**Run 1: cell classes on the final placement**

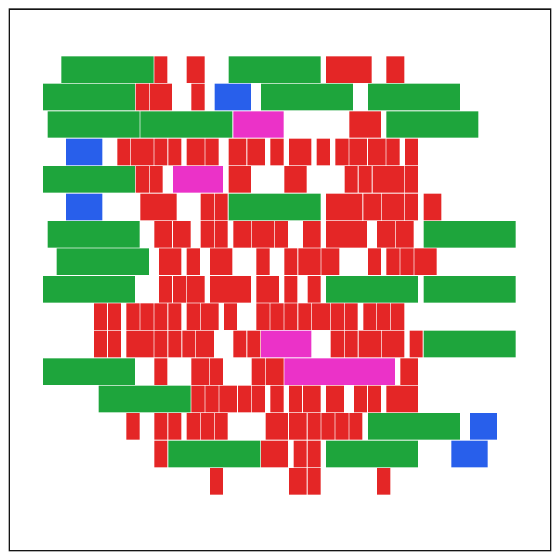
**Run 1: drive-strength map**

Bar = 20 um.
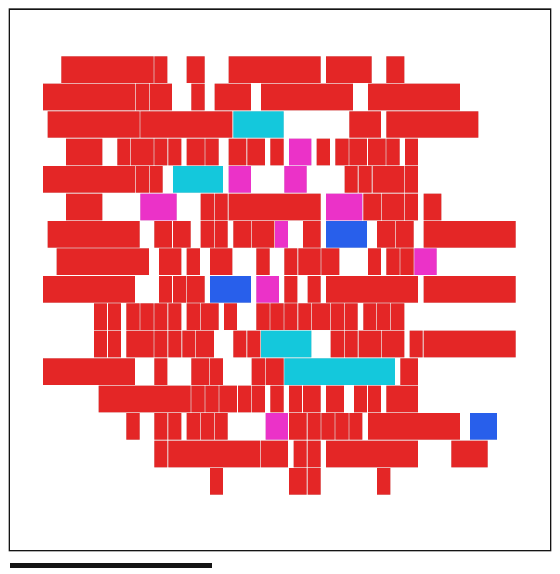
**Run 1: clock distribution**

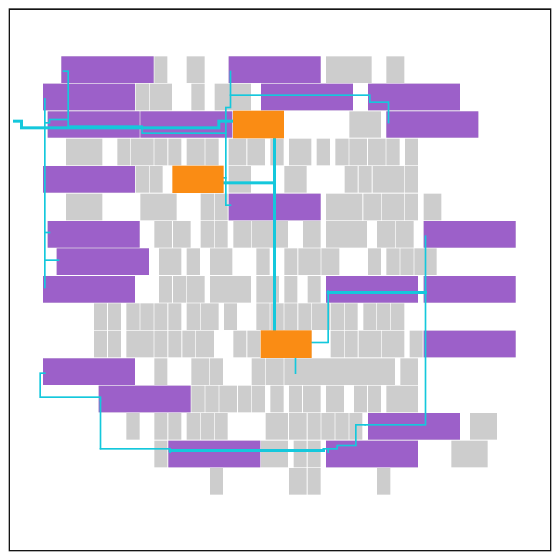
**Run 1: where the registers sit**

Bar = 20 um.
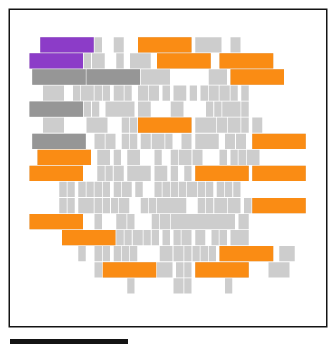
File: src/rtl/debounce_sync_of_verifla.sv
// Synchronizes and debounces a raw bouncing input. The registered ub_level follows the input
// only after DEBOUNCE_CYCLES consecutive equal synchronized samples.
module debounce_sync_of_verifla #(
  parameter int SYNC_STAGES     = 2,
  parameter int DEBOUNCE_CYCLES = 50000,
  parameter int CNT_W           = 16
) (
  input  logic clk,
  input  logic rst_l,
  input  logic ub_async,
  output logic ub_level,
  output logic busy
);

  typedef enum logic [1:0] {
    STABLE_LOW  = 2'd0,
    CHECK_HIGH  = 2'd1,
    STABLE_HIGH = 2'd2,
    CHECK_LOW   = 2'd3
  } state_e;

  // Comparing against the last count value is the same test as cnt+1 == DEBOUNCE_CYCLES,
  // and it cannot overflow the counter width.
  localparam logic [CNT_W-1:0] CNT_LAST = CNT_W'(DEBOUNCE_CYCLES - 1);
  localparam logic [CNT_W-1:0] CNT_ONE  = CNT_W'(1);

  logic [SYNC_STAGES-1:0] sync_chain_q;
  logic                   sync_q;
  state_e                 state_q;
  logic [CNT_W-1:0]       cnt_q;

  always_ff @(posedge clk or negedge rst_l) begin
    if (!rst_l) begin
      sync_chain_q <= '0;
    end else begin
      sync_chain_q <= {sync_chain_q[SYNC_STAGES-2:0], ub_async};
    end
  end

  assign sync_q = sync_chain_q[SYNC_STAGES-1];

  // ub_level and busy are registered together with the state so that they never glitch.
  always_ff @(posedge clk or negedge rst_l) begin
    if (!rst_l) begin
      state_q  <= STABLE_LOW;
      cnt_q    <= '0;
      ub_level <= 1'b0;
      busy     <= 1'b0;
    end else begin
      case (state_q)
        STABLE_LOW: begin
          if (sync_q) begin
            state_q <= CHECK_HIGH;
            cnt_q   <= CNT_ONE;
            busy    <= 1'b1;
          end
        end
        CHECK_HIGH: begin
          if (!sync_q) begin
            state_q <= STABLE_LOW;
            cnt_q   <= '0;
            busy    <= 1'b0;
          end else if (cnt_q == CNT_LAST) begin
            state_q  <= STABLE_HIGH;
            cnt_q    <= '0;
            ub_level <= 1'b1;
            busy     <= 1'b0;
          end else begin
            cnt_q <= cnt_q + CNT_ONE;
          end
        end
        STABLE_HIGH: begin
          if (!sync_q) begin
            state_q <= CHECK_LOW;
            cnt_q   <= CNT_ONE;
            busy    <= 1'b1;
          end
        end
        CHECK_LOW: begin
          // A sample back at the stable value wins even on the final count cycle.
          if (sync_q) begin
            state_q <= STABLE_HIGH;
            cnt_q   <= '0;
            busy    <= 1'b0;
          end else if (cnt_q == CNT_LAST) begin
            state_q  <= STABLE_LOW;
            cnt_q    <= '0;
            ub_level <= 1'b0;
            busy     <= 1'b0;
          end else begin
            cnt_q <= cnt_q + CNT_ONE;
          end
        end
        default: begin
          state_q  <= STABLE_LOW;
          cnt_q    <= '0;
          ub_level <= 1'b0;
          busy     <= 1'b0;
        end
      endcase
    end
  end

endmodule

File: config.mk
export PLATFORM = sky130hd
export DESIGN_NAME = debounce_sync_of_verifla
export DESIGN_NICKNAME = d
export VERILOG_FILES = /design/src/rtl/debounce_sync_of_verifla.sv
export SDC_FILE = /design/constraint.sdc
export NUM_CORES = 1
export LEC_CHECK = 0
export ABC_AREA = 1
export CAP_MARGIN = 20
export CORE_MARGIN = 3
export CORE_UTILIZATION = 55
export CTS_BUF_LIST = sky130_fd_sc_hd__clkbuf_8 sky130_fd_sc_hd__clkbuf_16
export DETAILED_ROUTE_END_ITERATION = 7
export MAX_ROUTING_LAYER = met4
export PLACE_DENSITY = 0.79
export SKIP_CTS_REPAIR_TIMING = 1
export SLEW_MARGIN = 40
export SYNTH_ARGS = -nofsm -noshare
export SYNTH_HDL_FRONTEND = slang
export SYNTH_SLANG_ARGS = --single-unit
File: constraint.sdc
create_clock -name clk -period 1.9 [get_ports clk]
set_input_delay 0.38 -clock clk [delete_from_list [all_inputs] [get_ports clk]]
set_output_delay 0.38 -clock clk [all_outputs]
set_load 0.05 [all_outputs]
==> results_slide.txt, run 1 <==
Flow Results at a Glance

Worst setup path
  • CP Max Fanout: 2
  • Reg2Reg Capture Point: cnt_q[8]
  • CP peak stage delay: about 0.8 ns
  • Critical Path AT: ~1.4 ns

Synthesis
  • Count leader, synth: nand2_1
  • Yosys cell count: 165
  • Post-Syn Area per Cell: between 7 and 8 um^2
  • Count of mapped cells out of synthesis: approximately 170
  • Simple-Gate Area Share: 0.3528

Worst hold path
  • Hold Path Sink: sync_chain_q[1]
  • HP Class: register to register

Finish
  • Fillers: between 150 and 200
  • Top cells excl fill/tap: 56 x nand2_1, 22 x dfrtp_1, 19 x inv_1
  • Signal buffers share of area: 0.03496
  • Nets: around 180
  • Cell kind with the greatest summed area: combinational gates
  • ANT cells: 0
  • Clock Network Area Fraction: 0.05244
  • Gate Area: around 580 um^2
  • Reg with most FFs: cnt_q

CTS
  • Max Buffers Root-to-Sink: 2
  • Worst-path clk slew: roughly 0.070 ns
  • Max H-tree Level: 1
  • CTS buffer count: 3

Floorplanning
  • Cell Rows: 16
  • # IOs: 5
  • Full die area: approximately 2900 um^2
  • Die H: ~54 um

GRT
  • Initial antenna violation count: 0
  • First-pass GRT wire length: between 4000 and 5000 um
  • Busiest grt layer: met2

Timing
  • Final setup viols: 0
  • Final worst slack: roughly 0.11 ns

Placement
  • Routability cong.: roughly 0.90

Drt
  • Max Used Layer: met4

Run
  • Tool Warnings: 26
  • Max-cap violations: 0

Status
  • Status: finished, final reports clean
-- 'cell classes on the final placement' (at the start) --
flops -> green  # cells 22, share of their area 42%
other buffers and delay cells -> blue  # cells 5, share of their area 3.6%
combinational and other logic -> red  # cells 140, share of their area 50%
clock drivers and dummy loads -> magenta  # cells 4, share of their area 5.4%

-- 'drive-strength map' (at the start) --
_3 and _4 cells -> blue  # cells 3, share 1.8%
_6 and larger -> cyan  # cells 4, share 2.3%
_2 cells -> magenta  # cells 9, share 5.3%
_0 and _1 cells -> red  # cells 155, share 91%
Area growth, synth to finish: 9.576%
final instance area: 1360 um^2

-- 'clock distribution' (at the start) --
clock drivers -> orange  # count 3
flip-flops -> purple  # count 22
clock wires -> cyan  # length 227 um
flops lie = widely spread
routed clock nets = 4
Clock Latency Late Sink: 0.26 ns
Clk pwr share: 0.303

-- 'where the registers sit' (at the start) --
`sync_chain_q` -> purple  # flops 2
`cnt_q` -> orange  # flops 16, where widely spread
not coloured = 4
register area: 550.5 um^2
fin util: 0.6661

==> run 1: power breakdown <==
| part | leakage, nW | internal [mW] | switching, mW | total (mW) |
|---|---|---|---|---|
| registers | 0.293 | 0.529 | 0.0654 | 0.595 |
| clock network | 0.0357 | 0.281 | 0.147 | 0.428 |
| logic | 0.337 | 0.120 | 0.270 | 0.390 |
| total | 0.666 | 0.931 | 0.482 | 1.41 |
==> run 1: through the flow <==
step                      hold WS [ns]  power (mW)  instance area, um^2    util  instances
after floorplan                0.08441      0.9148                 1241       -        165
after global placement          0.3410      0.9814                 1289  0.6311        194
after detailed placement        0.3450      0.9921                 1289  0.6311        194
after CTS                       0.3628       1.425                 1360  0.6661        198
after global routing            0.3744       1.498                 1360  0.6661        198
final                           0.3594       1.413                 1360  0.6661        198
==> inputs of run 2 (changes only) <==
==> constraint.sdc (replaced) <==
create_clock -name clk -period 1.8 [get_ports clk]
set_input_delay 0.36 -clock clk [delete_from_list [all_inputs] [get_ports clk]]
set_output_delay 0.36 -clock clk [all_outputs]
set_load 0.05 [all_outputs]
**Run 2: clock distribution**

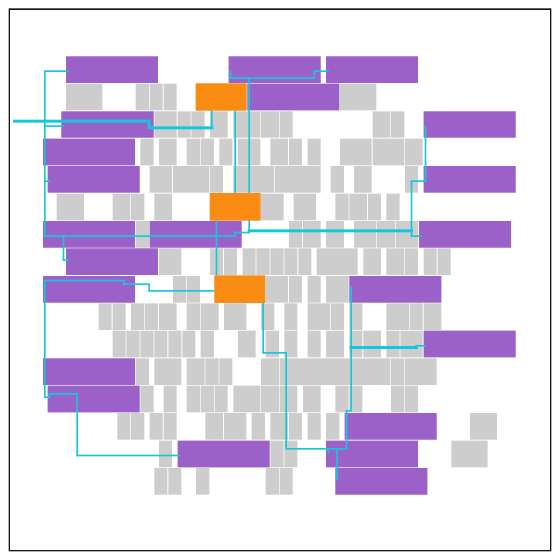
flip-flops -> purple  # count 22
clock drivers -> orange  # count 3
clock wires -> cyan  # length 250 um
flops lie = widely spread

==> results_slide.txt, run 2 <==
Flow Results at a Glance

Worst hold path
  • Hold Path Sink: sync_chain_q[1] (unchanged)

Run
  • Max-cap violations: 0 (unchanged)

Pwr
  • Psw: 0.5135 mW (was 0.4823 mW)
  • Clock group power: 0.457 mW (was 0.428 mW)
  • Power in combinational cells: 0.404 mW (was 0.390 mW)
  • Clk pwr share: 0.307 (was 0.303)
  • Top Consumer: sequential cells (unchanged)
  • Sequential power: 0.629 mW (was 0.595 mW)
  • Logic pwr share: 0.271 (was 0.276)

Finish
  • ANT cells: 0 (unchanged)
  • Reg with most FFs: cnt_q (unchanged)

Synthesis
  • Yosys cell count: 165 (unchanged)
  • Count leader, synth: nand2_1 (unchanged)
  • Post-Syn Area per Cell: 7.522 um^2 (unchanged)

Floorplanning
  • Full die area: 2863 um^2 (unchanged)
  • Cell Rows: 16 (unchanged)
  • Die H: 53.51 um (unchanged)
  • # IOs: 5 (unchanged)

CTS
  • Worst-path clk slew: 0.08 ns (was 0.07 ns)
  • Max Buffers Root-to-Sink: 2 (unchanged)
  • Clock Latency Late Sink: 0.26 ns (about the same)
  • Max H-tree Level: 1 (unchanged)
  • CTS buffer count: 3 (unchanged)

GRT
  • Initial antenna violation count: 0 (unchanged)
  • First-pass GRT wire length: 4284 um (was 4326 um)

Placement
  • Routability cong.: 0.9142 (was 0.9025)

Worst setup path
  • CP Max Fanout: 13 (was 2)
  • Critical Path AT: 1.67 ns (was 1.41 ns)

Status
  • Status: finished, final reports clean (unchanged)
**Run 2: drive-strength map**

Bar = 20 um.
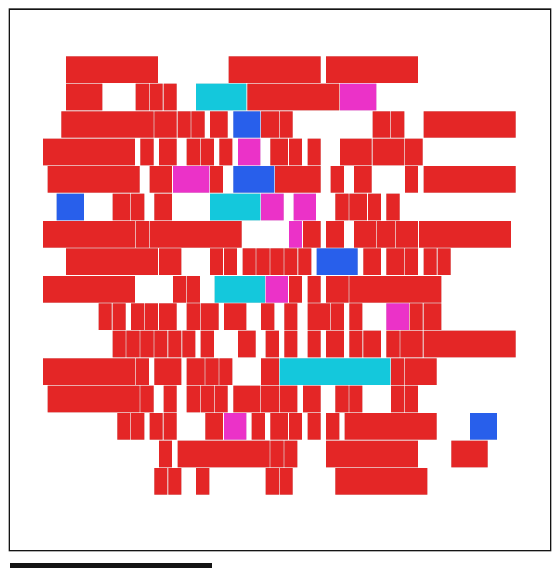
_3 and _4 cells -> blue  # cells 5, share 2.9%
_6 and larger -> cyan  # cells 4, share 2.3%
_0 and _1 cells -> red  # cells 153, share 89%
_2 cells -> magenta  # cells 9, share 5.3%
Area growth, synth to finish: 9.173%
Signal buffers: 5
final instance area: 1355 um^2

run 2: cell counts after synthesis:
Identical to the previous run, type by type.
run 2: area by class of cell:
type	instances	area, um^2	share of cell area
inverter	20	75.07	0.05540
timing repair buffer	5	42.54	0.03139
multi-input combinational	120	581.8	0.4294
tap	27	33.78	0.02493
sequential	22	550.5	0.4063
clock inverter	1	30.03	0.02216
clock buffer	3	41.29	0.03047
run 2: stage by stage:
stage	worst slack [ns]	instance area (um^2)	util	total power [mW]	cells
finish	0.2686	1355	0.6636	1.490	198
global route	0.06889	1355	0.6636	1.577	198
CTS	0.2418	1355	0.6636	1.502	198
detailed placement	0.2695	1284	0.6287	1.045	194
global placement	0.3456	1284	0.6287	1.030	194
floorplan	0.4899	1241	-	0.9656	165
==> inputs of run 3 (changes only) <==
--- a/config.mk
+++ b/config.mk
@@ -11,6 +11,7 @@
 export CORE_UTILIZATION = 55
 export CTS_BUF_LIST = sky130_fd_sc_hd__clkbuf_8 sky130_fd_sc_hd__clkbuf_16
 export DETAILED_ROUTE_END_ITERATION = 7
+export GPL_ROUTABILITY_DRIVEN = 0
 export MAX_ROUTING_LAYER = met4
 export PLACE_DENSITY = 0.79
 export SKIP_CTS_REPAIR_TIMING = 1
**Run 3: drive-strength map**

Bar = 20 um.
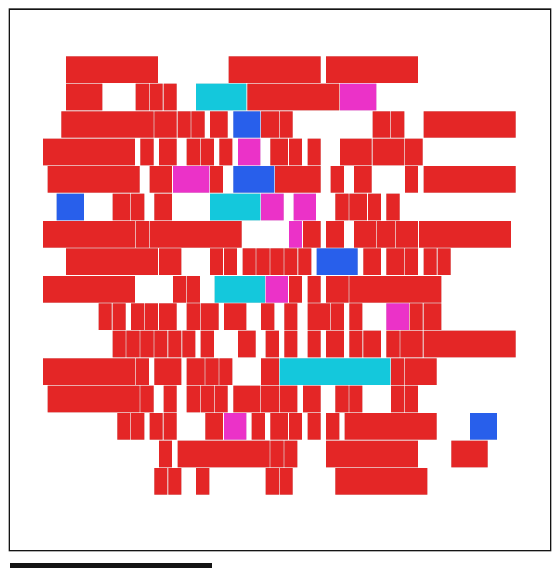
_3 and _4 cells -> blue  # cells 5, share 2.9%
_6 and larger -> cyan  # cells 4, share 2.3%
_2 cells -> magenta  # cells 9, share 5.3%
_0 and _1 cells -> red  # cells 153, share 89%
final worst slack: 0.2686 ns

**Run 3: cell classes on the final placement**

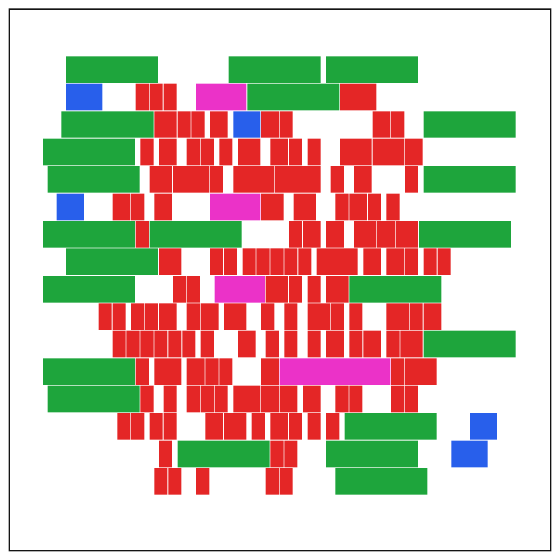
clock drivers and dummy loads -> magenta  # cells 4, share of their area 5.4%
combinational and other logic -> red  # cells 140, share of their area 50%
flops -> green  # cells 22, share of their area 42%
other buffers and delay cells -> blue  # cells 5, share of their area 3.2%

==> results_slide.txt, run 3 <==
Flow Results at a Glance

Finish
  • Gate Area: 581.8 um^2 (unchanged)
  • Area growth, synth to finish: 9.173% (unchanged)
  • Combinational Gates: 120 (unchanged)
  • Fillers: 182 (unchanged)
  • Final Instance Count excl. Fillers: 198 (unchanged)
  • Nets: 176 (unchanged)
  • Reg with most FFs: cnt_q (unchanged)
  • Cell kind with the greatest summed area: combinational gates (unchanged)
  • Signal buffers: 5 (unchanged)
  • Signal buffers share of area: 0.03139 (unchanged)
  • Combinational fraction of the cell area: 0.4294 (unchanged)
  • Fin util: 0.6636 (unchanged)
  • Clock Network Area Fraction: 0.05263 (unchanged)
  • Top cells excl fill/tap: 56 x nand2_1, 22 x dfrtp_1, 19 x inv_1 (unchanged)
  • ANT cells: 0 (unchanged)
  • Registers: 22 (unchanged)
  • Register area: 550.5 um^2 (unchanged)
  • Number of non-clock inverters in the layout: 20 (unchanged)
  • Clock buffer cells: 3 (unchanged)

GRT
  • First-pass GRT wire length: 4284 um (unchanged)
  • Busiest grt layer: met2 (unchanged)

Pwr
  • Clk pwr share: 0.307 (about the same)
  • Top Consumer: sequential cells (unchanged)
  • Clock group power: 0.457 mW (about the same)
  • Net Sw Frac: 0.3445 (unchanged)
  • Sequential power: 0.629 mW (about the same)
  • Power in combinational cells: 0.404 mW (about the same)

Placement
  • Cells after DPL: 194 (unchanged)

Synthesis
  • Post-Syn Area per Cell: 7.522 um^2 (unchanged)
  • Count leader, synth: nand2_1 (unchanged)
  • Yosys cell count: 165 (unchanged)

Floorplanning
  • Tap cells: 27 (unchanged)
  • Full die area: 2863 um^2 (unchanged)
  • # IOs: 5 (unchanged)
  • Cell Rows: 16 (unchanged)
  • Die H: 53.51 um (unchanged)

Status
  • Status: finished, final reports clean (unchanged)

CTS
  • Max H-tree Level: 1 (unchanged)
  • CTS buffer count: 3 (unchanged)
  • Clock Latency Late Sink: 0.26 ns (about the same)

Timing
  • Hold Slack: 0.3677 ns (unchanged)

Run
  • Tool Warnings: 26 (unchanged)

Worst setup path
  • Reg2Reg Capture Point: cnt_q[8] (unchanged)
  • CP Max Fanout: 13 (unchanged)
  • CP peak stage delay: 0.39 ns (about the same)

Drt
  • Max Used Layer: met3 (unchanged)

Worst hold path
  • HP Class: register to register (unchanged)
  • Hold Path Sink: sync_chain_q[1] (unchanged)
## run 3: cell counts after synthesis
No cell type changed its count.
## run 3: cell families (layout without fill, tap and decap cells)
logic type / after synthesis / in the layout / synth area share
DFF: 22 / 22 / 0.4435
and+or+nand+nor: 97 / 97 / 0.3528
xor gates and xnor gates: 3 / 3 / 0.02117
adders and majority gates: 1 / 1 / 0.01008
buffers and inverters: 23 / 29 / 0.08770
AOI/OAI and AO/OA: 19 / 19 / 0.08467
## run 3: through the flow
step           worst slack (ns)  instance area (um^2)
2_1_floorplan            0.4899                  1241
3_3_place_gp             0.3456                  1284
3_5_place_dp             0.2695                  1284
4_1_cts                  0.2418                  1355
5_1_grt                 0.06889                  1355
6_report                 0.2686                  1355
No activity file was given, so power comes from the tool's default toggle rates.
